--- src/rtl/divider32.sv ---
// 32-bit signed/unsigned restoring divider with valid/ready request and response channels.
// Latency: response visible 33 cycles after request handshake; divide-by-zero and signed overflow in 1 cycle.
// Backpressure: one operation in flight; request ready only when idle, result held until rsp_ready_i.
module divider32 (
    input  logic        clk_i,
    input  logic        rst_ni,
    input  logic        req_valid_i,
    output logic        req_ready_o,
    input  logic [31:0] dividend_i,
    input  logic [31:0] divisor_i,
    input  logic        signed_i,
    output logic        rsp_valid_o,
    input  logic        rsp_ready_i,
    output logic [31:0] quotient_o,
    output logic [31:0] remainder_o,
    output logic        div_by_zero_o
);

    typedef enum logic [1:0] {IDLE, CALC, DONE} state_t;

    state_t      state;
    state_t      state_nxt;
    logic [4:0]  cnt;
    logic [31:0] rem_q;      // partial remainder
    logic [31:0] quo_q;      // dividend magnitude shifting out, quotient bits shifting in
    logic [31:0] dsr_q;      // divisor magnitude
    logic        neg_quo_q;
    logic        neg_rem_q;

    logic        req_hs;
    logic        rsp_hs;
    logic        dividend_neg;
    logic        divisor_neg;
    logic [31:0] dvd_mag;
    logic [31:0] dsr_mag;
    logic        div_zero;
    logic        ovf;
    logic [32:0] rem_sh;
    logic [32:0] diff;
    logic        fits;
    logic [31:0] rem_nxt;
    logic [31:0] quo_nxt;
    logic [31:0] q_fin;
    logic [31:0] r_fin;

    assign req_ready_o = (state == IDLE);
    assign rsp_valid_o = (state == DONE);
    assign req_hs      = req_valid_i && req_ready_o;
    assign rsp_hs      = rsp_valid_o && rsp_ready_i;

    // Operand decode: magnitudes and special cases. -0x80000000 wraps to 2^31, which is the
    // correct unsigned magnitude, so the most negative dividend needs no extra bit here.
    assign dividend_neg = signed_i & dividend_i[31];
    assign divisor_neg  = signed_i & divisor_i[31];
    assign dvd_mag      = dividend_neg ? (32'd0 - dividend_i) : dividend_i;
    assign dsr_mag      = divisor_neg  ? (32'd0 - divisor_i)  : divisor_i;
    assign div_zero     = (divisor_i == 32'd0);
    assign ovf          = signed_i && (dividend_i == 32'h8000_0000) && (divisor_i == 32'hFFFF_FFFF);

    // One restoring step: shift in next dividend bit, 33-bit trial subtract, keep or restore.
    assign rem_sh  = {rem_q, quo_q[31]};
    assign diff    = rem_sh - {1'b0, dsr_q};
    assign fits    = ~diff[32];
    assign rem_nxt = fits ? diff[31:0] : rem_sh[31:0];
    assign quo_nxt = {quo_q[30:0], fits};
    assign q_fin   = neg_quo_q ? (32'd0 - quo_nxt) : quo_nxt;
    assign r_fin   = neg_rem_q ? (32'd0 - rem_nxt) : rem_nxt;

    // State register.
    always_ff @(posedge clk_i or negedge rst_ni) begin
        if (!rst_ni) begin
            state <= IDLE;
        end else begin
            state <= state_nxt;
        end
    end

    // Next-state logic.
    always_comb begin
        state_nxt = state;
        case (state)
            IDLE: begin
                if (req_hs) begin
                    state_nxt = (div_zero || ovf) ? DONE : CALC;
                end
            end
            CALC: begin
                if (cnt == 5'd31) begin
                    state_nxt = DONE;
                end
            end
            DONE: begin
                if (rsp_hs) begin
                    state_nxt = IDLE;
                end
            end
            default: state_nxt = IDLE;
        endcase
    end

    // Datapath: load operands on handshake, iterate in CALC, publish result on the last step.
    always_ff @(posedge clk_i or negedge rst_ni) begin
        if (!rst_ni) begin
            cnt           <= 5'd0;
            rem_q         <= 32'd0;
            quo_q         <= 32'd0;
            dsr_q         <= 32'd0;
            neg_quo_q     <= 1'b0;
            neg_rem_q     <= 1'b0;
            quotient_o    <= 32'd0;
            remainder_o   <= 32'd0;
            div_by_zero_o <= 1'b0;
        end else begin
            case (state)
                IDLE: begin
                    if (req_hs) begin
                        if (div_zero) begin
                            quotient_o    <= 32'hFFFF_FFFF;
                            remainder_o   <= dividend_i;
                            div_by_zero_o <= 1'b1;
                        end else if (ovf) begin
                            quotient_o    <= 32'h8000_0000;
                            remainder_o   <= 32'd0;
                            div_by_zero_o <= 1'b0;
                        end else begin
                            cnt       <= 5'd0;
                            rem_q     <= 32'd0;
                            quo_q     <= dvd_mag;
                            dsr_q     <= dsr_mag;
                            neg_quo_q <= dividend_neg ^ divisor_neg;
                            neg_rem_q <= dividend_neg;
                        end
                    end
                end
                CALC: begin
                    rem_q <= rem_nxt;
                    quo_q <= quo_nxt;
                    cnt   <= cnt + 5'd1;
                    if (cnt == 5'd31) begin
                        quotient_o    <= q_fin;
                        remainder_o   <= r_fin;
                        div_by_zero_o <= 1'b0;
                    end
                end
                default: ;
            endcase
        end
    end

endmodule

--- config.mk ---
export PLATFORM = sky130hd
export DESIGN_NAME = divider32
export DESIGN_NICKNAME = d
export VERILOG_FILES = /design/src/rtl/divider32.sv
export SDC_FILE = /design/constraint.sdc
export NUM_CORES = 1
export LEC_CHECK = 0
export CAP_MARGIN = 20
export CORE_MARGIN = 1.5
export CORE_UTILIZATION = 35
export DETAILED_ROUTE_END_ITERATION = 16
export PLACE_DENSITY = 0.52
export SKIP_LAST_GASP = 1
export SLEW_MARGIN = 0
export SYNTH_ARGS = -nofsm -noshare
export SYNTH_HDL_FRONTEND = slang
export SYNTH_SLANG_ARGS = --single-unit
--- constraint.sdc ---
create_clock -name clk_i -period 5.2 [get_ports clk_i]
set_input_delay 1.04 -clock clk_i [delete_from_list [all_inputs] [get_ports clk_i]]
set_output_delay 1.04 -clock clk_i [all_outputs]
set_load 0.05 [all_outputs]
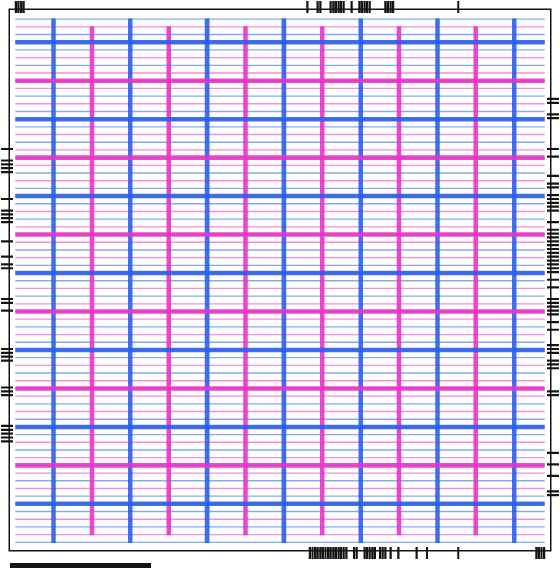
run_1/power_grid.png
Bar = 50 um. Pins as bars on the die edge.
Key: blue = VSS; magenta = VDD
136 signal pins sit on the boundary. 13 straps on met5. 69 met1 rails follow the rows.
peak supply drop: 0.3061 mV
core footprint: 0.03463 mm^2
Die Width: 190.9 um

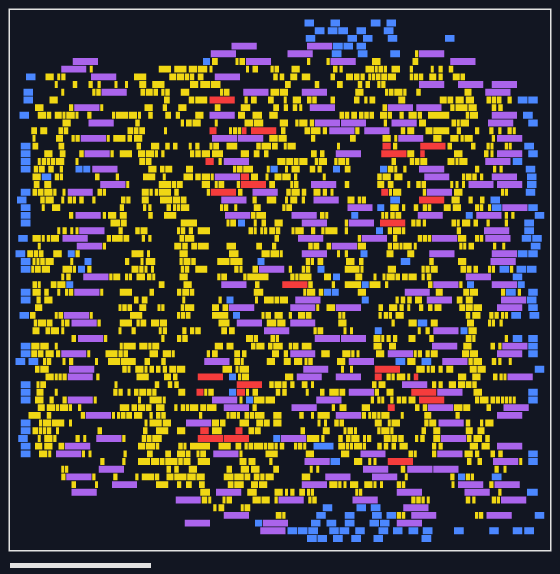
run_1/placement_by_type.png
Bar = 50 um.
Key: purple = flops [cells 170]; red = clock drivers and dummy loads [cells 31]; blue = other buffers and delay cells [cells 171]; yellow = combinational and other logic [cells 1289]
final core occ: 0.4273
Rows: 68
Seq/total area: 0.2875
Finished Cell Area: 0.01480 mm^2

==> job_summary.md, run 1 <==
## PnR job results

| Metric | Value |
|---|---|
| Status | finished clean |
| Iteration tally of the first detailed-router pass | 5 |
| Yosys aoi share | 0.2452 |
| Slowest stage delay, CP | 470 ps |
| Yosys top cell by area | dfrtp_1 |
| Slack of the worst reg-to-reg path | 730 ps |
| Synth async-reset ratio | 1.000 |
| Overall global routing resource usage | 0.2225 |
| Cell count along the critical path | 16 |
| CP arrival | 4790 ps |
| Count leader, synth | nand2_1 |
| Antenna Cells | 1 |
| Comb/total area | 0.5149 |
| Fin Hold WS | 465.8 ps |
| Ys Warns | 0 |
| Cell area leaders | dfrtp_1 (34%), o21ai_0 (8.0%), nand2_1 (6.8%) |
| Rel. slew slack | 0.3850 |
| Commonest flop | dfrtp_1 |
| Vias in the first global route | 11000 |
| Non-Clock Buffer Count | 171 |
| Non-clock buffer contribution to total cell area | 0.1105 |
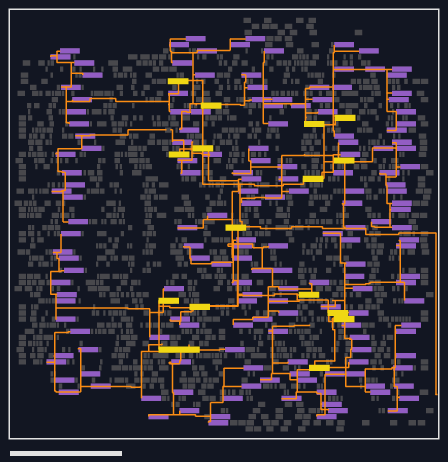
run_1/clk_routes.png
Bar = 50 um.
Key: yellow = clock drivers [count 17]; purple = flip-flops [count 170]; orange = clock wires [length 2630 um]
Position of the flops: spread over the die.
Insertion Delay late pin: 440 ps
clock-net power: 1.20 mW

[run 1: routing by layer]
metal / GRT usage / wire length (um) / share of wire / up-vias
met5: 0 / 0 / 0 / -
met4: 0.06935 / 821 / 0.021 / 0
met3: 0.03507 / 1897 / 0.048 / 37
met2: 0.3639 / 18550 / 0.47 / 254
met1: 0.2999 / 18570 / 0.47 / 5401
li1: - / - / - / 5752
[run 1: state kept, by name, indices dropped and copies added (netlist names), 2 cells and up]
signal,count
remainder_o,32
quo_q,32
quotient_o,32
dsr_q,32
state,2
cnt,5
rem_q,32
[run 1: where the power goes]
part / internal [mW] / switching [mW]
registers: 1.91 / 0.592
logic: 3.13 / 5.11
clock network: 0.609 / 0.591
total: 5.65 / 6.30
run_1/placement.png
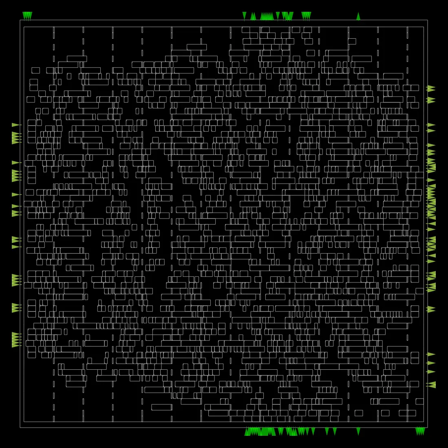

==> run 2, diff against run 1 <==
Settings changed: CAP_MARGIN 20 to 40, SLEW_MARGIN 0 to not set.
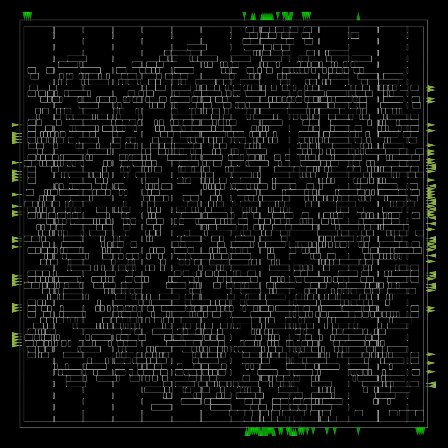
run_2/placement.png
Finished Layout Cells: 2117
Seq/total area: 0.2861
final core occ: 0.4294
flip-flops: 170
number of well taps: 455

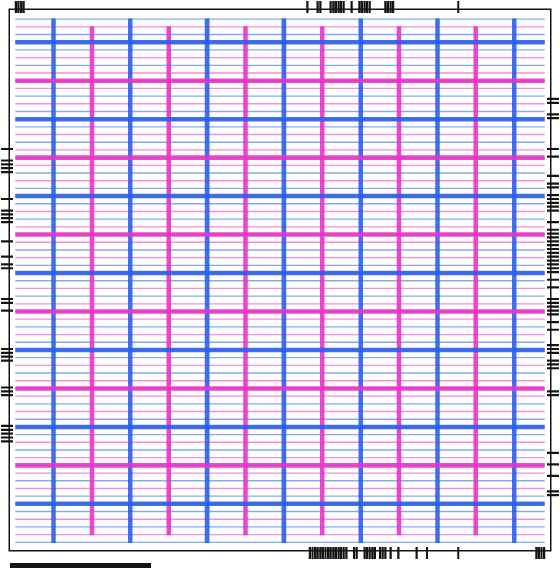
run_2/power_grid.png
Bar = 50 um. Pins as bars on the die edge.
Key: blue = VSS; magenta = VDD
13 straps on met5. 69 met1 rails follow the rows.
die height: 190.9 um
peak supply drop: 0.3226 mV

==> run 2 against run 1 <==
  * Maximum frequency down 0.13%
  * Power up 1.1%
  * Global-route usage about the same
  * Hold slack worse by 1.8 ps
  * First-iteration DRC count up 4.1%
  * Sequential share of layout area down 0.14 points
  * Synthesized cell count unchanged
  * Sequential cell count unchanged
  * Highest routed layer unchanged
==> job_summary.md, run 2 <==
## PnR job results

| Metric | Value |
|---|---|
| Iteration tally of the first detailed-router pass | 5 (unchanged) |
| Count leader, synth | nand2_1 (unchanged) |
| GR Util met2 | 0.3598 (was 0.3639) |
| Part of the power in combinational logic | 0.685 (was 0.690) |
| Cell count along the critical path | 13 (was 16) |
| Grt met3 use | 0.03488 (was 0.03507) |
| Synth async-reset ratio | 1.000 (unchanged) |
| Antenna Cells | 0 (was 1) |
| Top sig layer | met4 (unchanged) |
| Clock power share | 0.107 (was 0.100) |
| Switching power | 6.306 mW (was 6.296 mW) |
| Yosys aoi share | 0.2452 (unchanged) |
| Cell area leaders | dfrtp_1 (34%), o21ai_0 (8.0%), nand2_1 (6.8%) (unchanged) |
| Insertion Delay late pin | 440 ps (about the same) |
| Max power group | combinational cells (unchanged) |
| Fin Hold WS | 464.0 ps (was 465.8 ps) |
| Fraction of power consumed by sequential logic | 0.207 (was 0.209) |
| Ys Warns | 0 (unchanged) |
| Rows | 68 (unchanged) |
| Metal2 WL | 18.39 mm (was 18.55 mm) |
| Core footprint | 0.03463 mm^2 (unchanged) |
| Met3 WL | 1.807 mm (was 1.897 mm) |
| Status | finished clean (unchanged) |
| Clock-net power | 1.30 mW (was 1.20 mW) |
| Int Pwr | 5.767 mW (was 5.651 mW) |
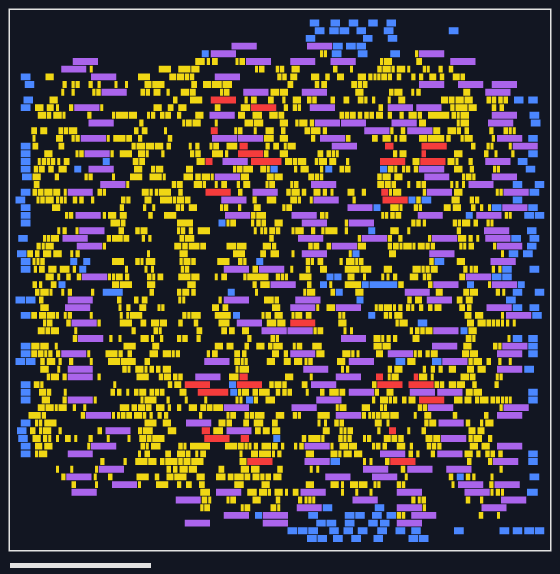
run_2/placement_by_type.png
Bar = 50 um.
Key: yellow = combinational and other logic [cells 1289]; blue = other buffers and delay cells [cells 172]; red = clock drivers and dummy loads [cells 31]; purple = flops [cells 170]
Finished Cell Area: 0.01487 mm^2

==> run 2: cell types whose count changed in the layout (fill, tap and decap cells not counted), sizes merged <==
| cell | previous run | this run |
|---|---|---|
| bufinv | 0 | 2 |
| buf | 37 | 38 |
| clkinv | 7 | 6 |
| clkinvlp | 6 | 5 |
| diode | 1 | 0 |
==> run 2: cell type report <==
cell class | instances | area, um^2 | share of cell area
multi-input cells | 1239 | 7620 | 0.5124
flip-flops and latches | 170 | 4254 | 0.2861
repair buffers | 172 | 1663 | 0.1118
well taps | 455 | 569.3 | 0.03828
clock buffers | 17 | 425.4 | 0.02861
inverters | 50 | 187.7 | 0.01262
clock inverters | 14 | 151.4 | 0.01018
run_2/wires.png
Two of the layers only.
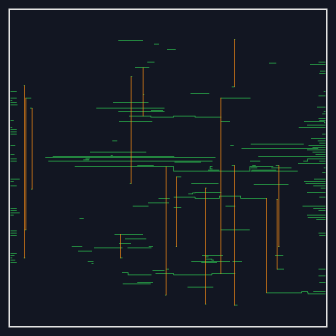

==> run 3, diff against run 2 <==
Settings changed: CORE_UTILIZATION 35 to 30, PLACE_DENSITY 0.52 to not set.
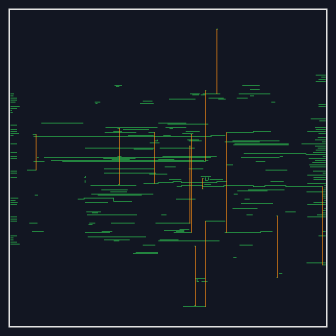
run_3/wires.png
Two of the layers only.
Key: orange = metal 4 [wire length 553 um]; green = metal 3 [wire length 2610 um]
vias post-DR: 11750
overall global routing resource usage: 0.1889
DR WL/cell: 18.03 um

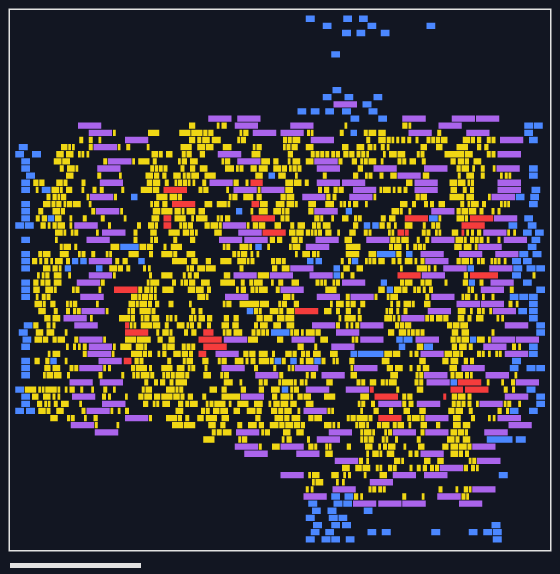
run_3/placement_by_type.png
Bar = 50 um.
Key: blue = other buffers and delay cells [cells 175]; yellow = combinational and other logic [cells 1289]; purple = flops [cells 170]; red = clock drivers and dummy loads [cells 32]
final core occ: 0.3688
Finished Cell Area: 0.01503 mm^2
Seq/total area: 0.2831
core footprint: 0.04074 mm^2

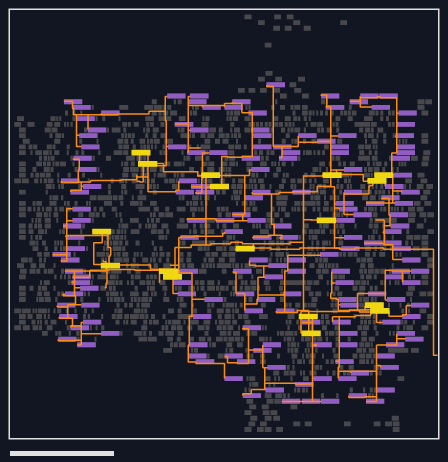
run_3/clk_routes.png
Bar = 50 um.
Key: orange = clock wires [length 2570 um]; purple = flip-flops [count 170]; yellow = clock drivers [count 17]
There are 18 routed clock nets.
clock skew after layout: 13.58 ps
clock-net power: 1.28 mW
clock power share: 0.105

==> run 3 against run 2 <==
  * Synthesized area is the same
  * Clock-buffer cell count up 4
  * First-iteration DRC count down 0.63%
  * Sequential share of layout area shrank 0.30 points
  * Clock skew rose by 6.8 ps
  * Worst setup slack improved by 22 ps
  * Register-to-register slack gained 20 ps
  * Power is 0.58% higher
  * Final cell count grew 3.8%
  * Combinational power is 1% higher
  * Design area up 1.0%
  * Highest routed layer unchanged
  * Sequential cell count unchanged
==> job_summary.md, run 3 <==
## PnR job results

| Metric | Value |
|---|---|
| Status | finished clean (unchanged) |
| Flip-flops | 170 (unchanged) |
| Insertion Delay late pin | 440 ps (about the same) |
| Register area | 0.004254 mm^2 (unchanged) |
| Comb gate area | 0.007620 mm^2 (unchanged) |
| Slowest stage delay, CP | 490 ps (was 750 ps) |
| CTS resizes | 0 (unchanged) |
| CTS clk-pin slew, worst paths | 70 ps (about the same) |
| Simple-Gate Area Share | 0.2016 (unchanged) |
| Number of well taps | 532 (was 455) |
| Comb_multi_in | 1239 (unchanged) |
| Comb area leader | AND-OR/OR-AND gates (unchanged) |
| Non-Clock Buffer Count | 175 (was 172) |
| Commonest flop | dfrtp_1 (unchanged) |
| Vias in the first global route | 11030 (was 11010) |
| Comb/total area | 0.5071 (was 0.5124) |
| CP arrival | 4780 ps (was 4790 ps) |
| Cell count along the critical path | 17 (was 13) |
| Yosys chip area | 0.01236 mm^2 (unchanged) |
| Synth async-reset ratio | 1.000 (unchanged) |
| Top cells excl fill/tap | nand2_1 (224), o21ai_0 (197), dfrtp_1 (170) (unchanged) |
| Clock buffer count in the final layout | 21 (was 17) |
| Ys Warns | 0 (unchanged) |
| Yosys top cell by area | dfrtp_1 (unchanged) |
| Iteration tally of the first detailed-router pass | 7 (was 5) |
| Top cell category | logic gates (unchanged) |
| Ys cells | 1544 (unchanged) |
| Synth top cells by count | nand2_1 (224), o21ai_0 (197), dfrtp_1 (170), nor2_1 (125), a21oi_1 (86) (unchanged) |
| PortBufs | 135 (unchanged) |
| Rel. slew slack | 0.3715 (was 0.4169) |
| Clk tree area frac | 0.03780 (was 0.03879) |
| Die Width | 206.0 um (was 190.9 um) |
| Initial detailed-routing violation count | 790 (was 795) |
| Peak supply drop | 0.3955 mV (was 0.3226 mV) |
| Count leader, synth | nand2_1 (unchanged) |
| Inverter count | 50 (unchanged) |
| Yosys aoi share | 0.2452 (unchanged) |
| Rows | 74 (was 68) |
| Slack of the worst reg-to-reg path | 750 ps (was 730 ps) |
| Non-clock buffer contribution to total cell area | 0.1152 (was 0.1118) |
| Antenna Cells | 0 (unchanged) |
| Number of enable flip-flop cells | 0 (unchanged) |
| Die height | 206.0 um (was 190.9 um) |
| Cell area leaders | dfrtp_1 (34%), o21ai_0 (8.0%), nand2_1 (6.8%) (unchanged) |
==> run 3: cell counts after synthesis <==
Identical to the previous run, type by type.
==> run 3: metal layers <==
metal	share of wire	vias to the layer above	global-route usage
met5	0	-	0
met4	0.014	0	0.04011
met3	0.066	29	0.03264
met2	0.45	370	0.2978
met1	0.47	5585	0.2691
li1	-	5764	-
==> run 3: metrics by stage <==
step / power [mW] / hold WS [ps]
after floorplan: 8.295 / 453.8
after global placement: 10.63 / 462.6
after detailed placement: 10.76 / 469.3
after CTS: 12.09 / 462.1
after global routing: 13.11 / 466.4
final: 12.14 / 461.7
==> run 3: report_power, final <==
group	switching (mW)	internal, mW
clock network	0.587	0.693
logic	5.17	3.18
registers	0.602	1.91
Power is estimated from default activity; no workload was simulated.
